Figure 1. Gate families picked out (run 1).
Scale: 4 px per um.
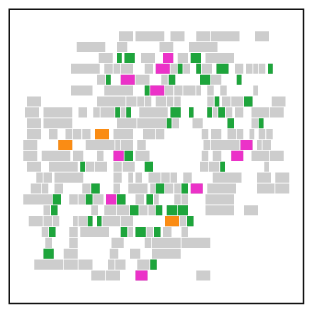
Figure 2. Clock nets (run 1).
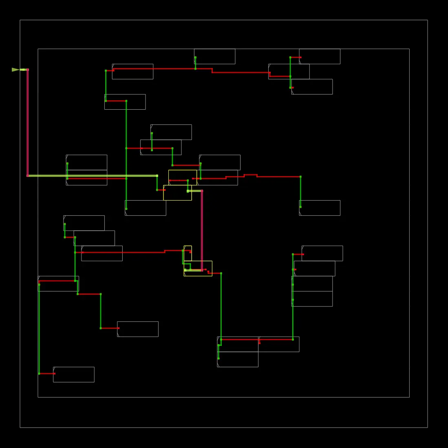
Figure 3. Met3 routing (run 1).
Scale: 6 px per um.
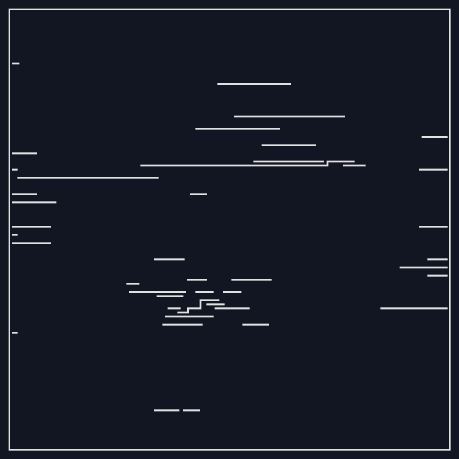
Figure 4. Routed metal, one color a layer (run 1).
Scale: 4 px per um.
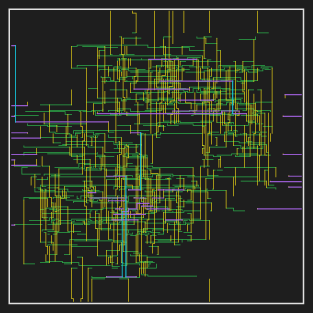
==> config.mk <==
export PLATFORM = sky130hd
export DESIGN_NAME = vga_timing_gen_flat
export DESIGN_NICKNAME = d
export VERILOG_FILES = /design/src/rtl/vga_timing_pkg.sv /design/src/rtl/vga_timing_gen_if.sv /design/src/rtl/vga_axis_counter.sv /design/src/rtl/vga_timing_gen.sv /design/src/flat_wrapper.sv
export SDC_FILE = /design/constraint.sdc
export NUM_CORES = 1
export LEC_CHECK = 0
export CAP_MARGIN = 40
export CORE_MARGIN = 3
export CORE_UTILIZATION = 40
export DETAILED_ROUTE_END_ITERATION = 8
export PLACE_DENSITY_LB_ADDON = 0.25
export SYNTH_ARGS = -nofsm -noshare
export SYNTH_HDL_FRONTEND = slang
export SYNTH_SLANG_ARGS = --single-unit
==> constraint.sdc <==
create_clock -name clk -period 5.7 [get_ports clk]
set_input_delay 1.14 -clock clk [delete_from_list [all_inputs] [get_ports clk]]
set_output_delay 1.14 -clock clk [all_outputs]
set_load 0.01 [all_outputs]
==> results.toml, run 1 <==
# physical design summary
[final_layout]
syn_to_final_growth_pct = 16.9
n_all_inverters = 3
clock_buffers = 4
area.sequential_um2 = 541
fin_nets = 256
fin_util_pct = 50.6

[synth]
synth.area.top_cells = "dfxtp_1 30%, o21ai_0 6.1%, and3_1 3.8%"
synth_nets = 242
synthCells = 236
ys_types = 51
netlist_area_um2 = 1810
avgSynthCellArea_um2 = 7.65
ys_seq_share_pct = 29.9
synth_flops = 27
ys_sh_mux_pct = 1.66

[run_status]
status = "finished clean"

[setup_path]
cp.arrival_ps = 3040
start_kind = "input pin"

[power]
peakVddDrop_mv = 0.121
pg_comb_w = 0.0000209

[global_route]
overflow = 0
busiest_layer = "met1"
grt_pass1_wl_um = 7330

[clock_tree]
clock-sinks = 27
cts_setup_buffers = 0
cts_hold_buf = 0

[floorplanning]
num_io_pins = 30
fp-utilization_pct = 43.3

[timing]
worst_slew_pin_slew_ps = 643

[placed_design]
placed_cells = 295
Notes on Figure 1 above:
- multiplexers: orange (cells 3)
- AND-OR and OR-AND gates: magenta (cells 10)
- NAND gates: green (cells 48)
Comb area share: 54.3%
Cell Count, Final, Fillers Out: 299
most frequent logic cell in the layout: clkdlybuf4s50_1

Notes on Figure 2 above:
cts bufs inserted: 3
Latency at later pin: 270 ps

Notes on Figure 3 above:
- main direction: horizontal
- wire length on this layer: 276 um
- nets with wire on the layer: 34
- longest straight run: 31.0 um
DR vias: 1788
met3 usage: 2.62%
final WL: 4350 um

Notes on Figure 4 above:
- metal 4: cyan (wire length 83.0 um)
- metal 3: purple (wire length 276 um)
- metal 2: yellow (wire length 1870 um)
- metal 1: green (wire length 2120 um)
gr usage total: 16.9%
Avg WL per Cell: 14.6 um

Figure 5. Clock wires, drivers and flops (run 1).
Scale: 6 px per um.
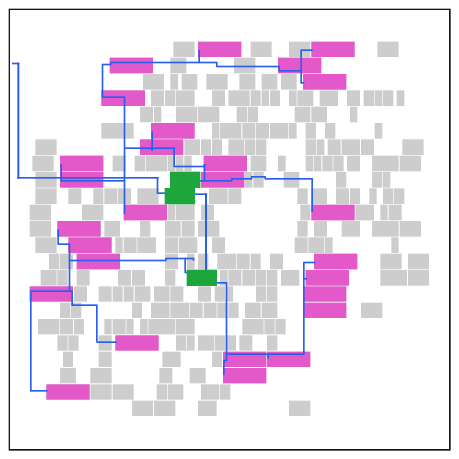

==> run 2: changes to the inputs <==
clock period = 2.8 ns   (was 5.7 ns; I/O delays follow)
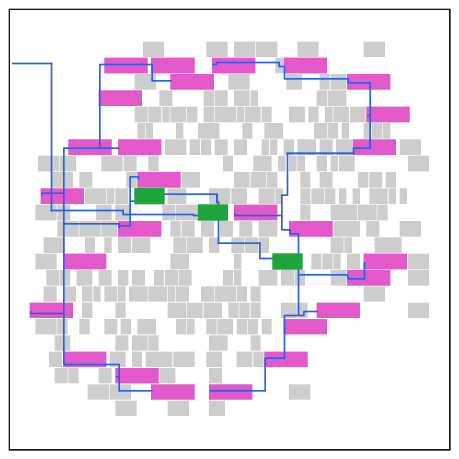
Figure 6: run 2, clock wires, drivers and flops.
Scale: 6 px per um.
- clock wires: blue (length 362 um)
- flip-flops: magenta (count 27)
- clock drivers: green (count 3)
- routed clock nets: 4
- flops lie: all over the die
Clk power: 0.000225 W
clock group share of total power: 33.8%
final setup skew: 4.05 ps

==> run 2 against run 1 <==
Sequential cell count unchanged. Core utilization increased by 0.72 points. Routed wire length increased by 1.2%. Critical path depth increased by 3. Setup slack got worse by 2300 ps. Global-route usage increased by 1.1 points. Cell count increased by 1.7%. Critical path type is now reg -> reg. Largest cell class unchanged.
==> results.toml, run 2 <==
# physical design summary
[timing]
fmax_ghz = 0.439
hold_violations = 0
worst_slew_pin_slew_ps = 469

[setup_path]
start_kind = "flop"
regToRegSetupSlack_ps = 520
path_cells = "inv_1 > ha_1 > a211oi_2 > o21ai_1 > a311o_1 > and2b_2 > nand3b_1 > a21boi_1"
worst-path-stages = 8

[global_route]
grt.total_usage_pct = 18.0
grtUsageMet3_pct = 3.17
busiest_layer = "met1"
grt_pass1_wl_um = 7800
overflow = 0

[power]
pg_comb_w = 0.0000510
p_sw_w = 0.000152
peakVddDrop_mv = 0.293

[flow_run]
warnings = 27

[clock_tree]
cts_hold_buf = 0
clock-sinks = 27
clk_latency_ps = 270
cts_setup_buffers = 0
cts_buffers = 3

[synth]
netlist_area_um2 = 1810
ys_sh_mux_pct = 1.66
synth_nets = 242
synthCells = 236
simple_gate_share_pct = 33.8
ys_types = 51
ys_seq_share_pct = 29.9
synth-edff-count = 0
avgSynthCellArea_um2 = 7.65
synth_flops = 27
synth.area.top_cells = "dfxtp_1 30%, o21ai_0 6.1%, and3_1 3.8%"

[final_layout]
fin_util_pct = 51.3
comb_area_share_pct = 53.5
n_all_inverters = 3
clk_share_pct = 2.10
syn_to_final_growth_pct = 18.6
mostFrequentLayoutCell = "clkdlybuf4s50_1"
clock_buffers = 4
area.sequential_um2 = 541
antenna_cells = 0
stdcell_count = 304

[routing]
vias = 1760
routed_wirelength_um = 4410
wire_per_inst_um = 14.5
drc = 0

[run_status]
status = "finished clean"

[floorplanning]
fp-utilization_pct = 43.3
num_io_pins = 30

[placed_design]
placed_cells = 300
Power and IR drop assume default switching activity.
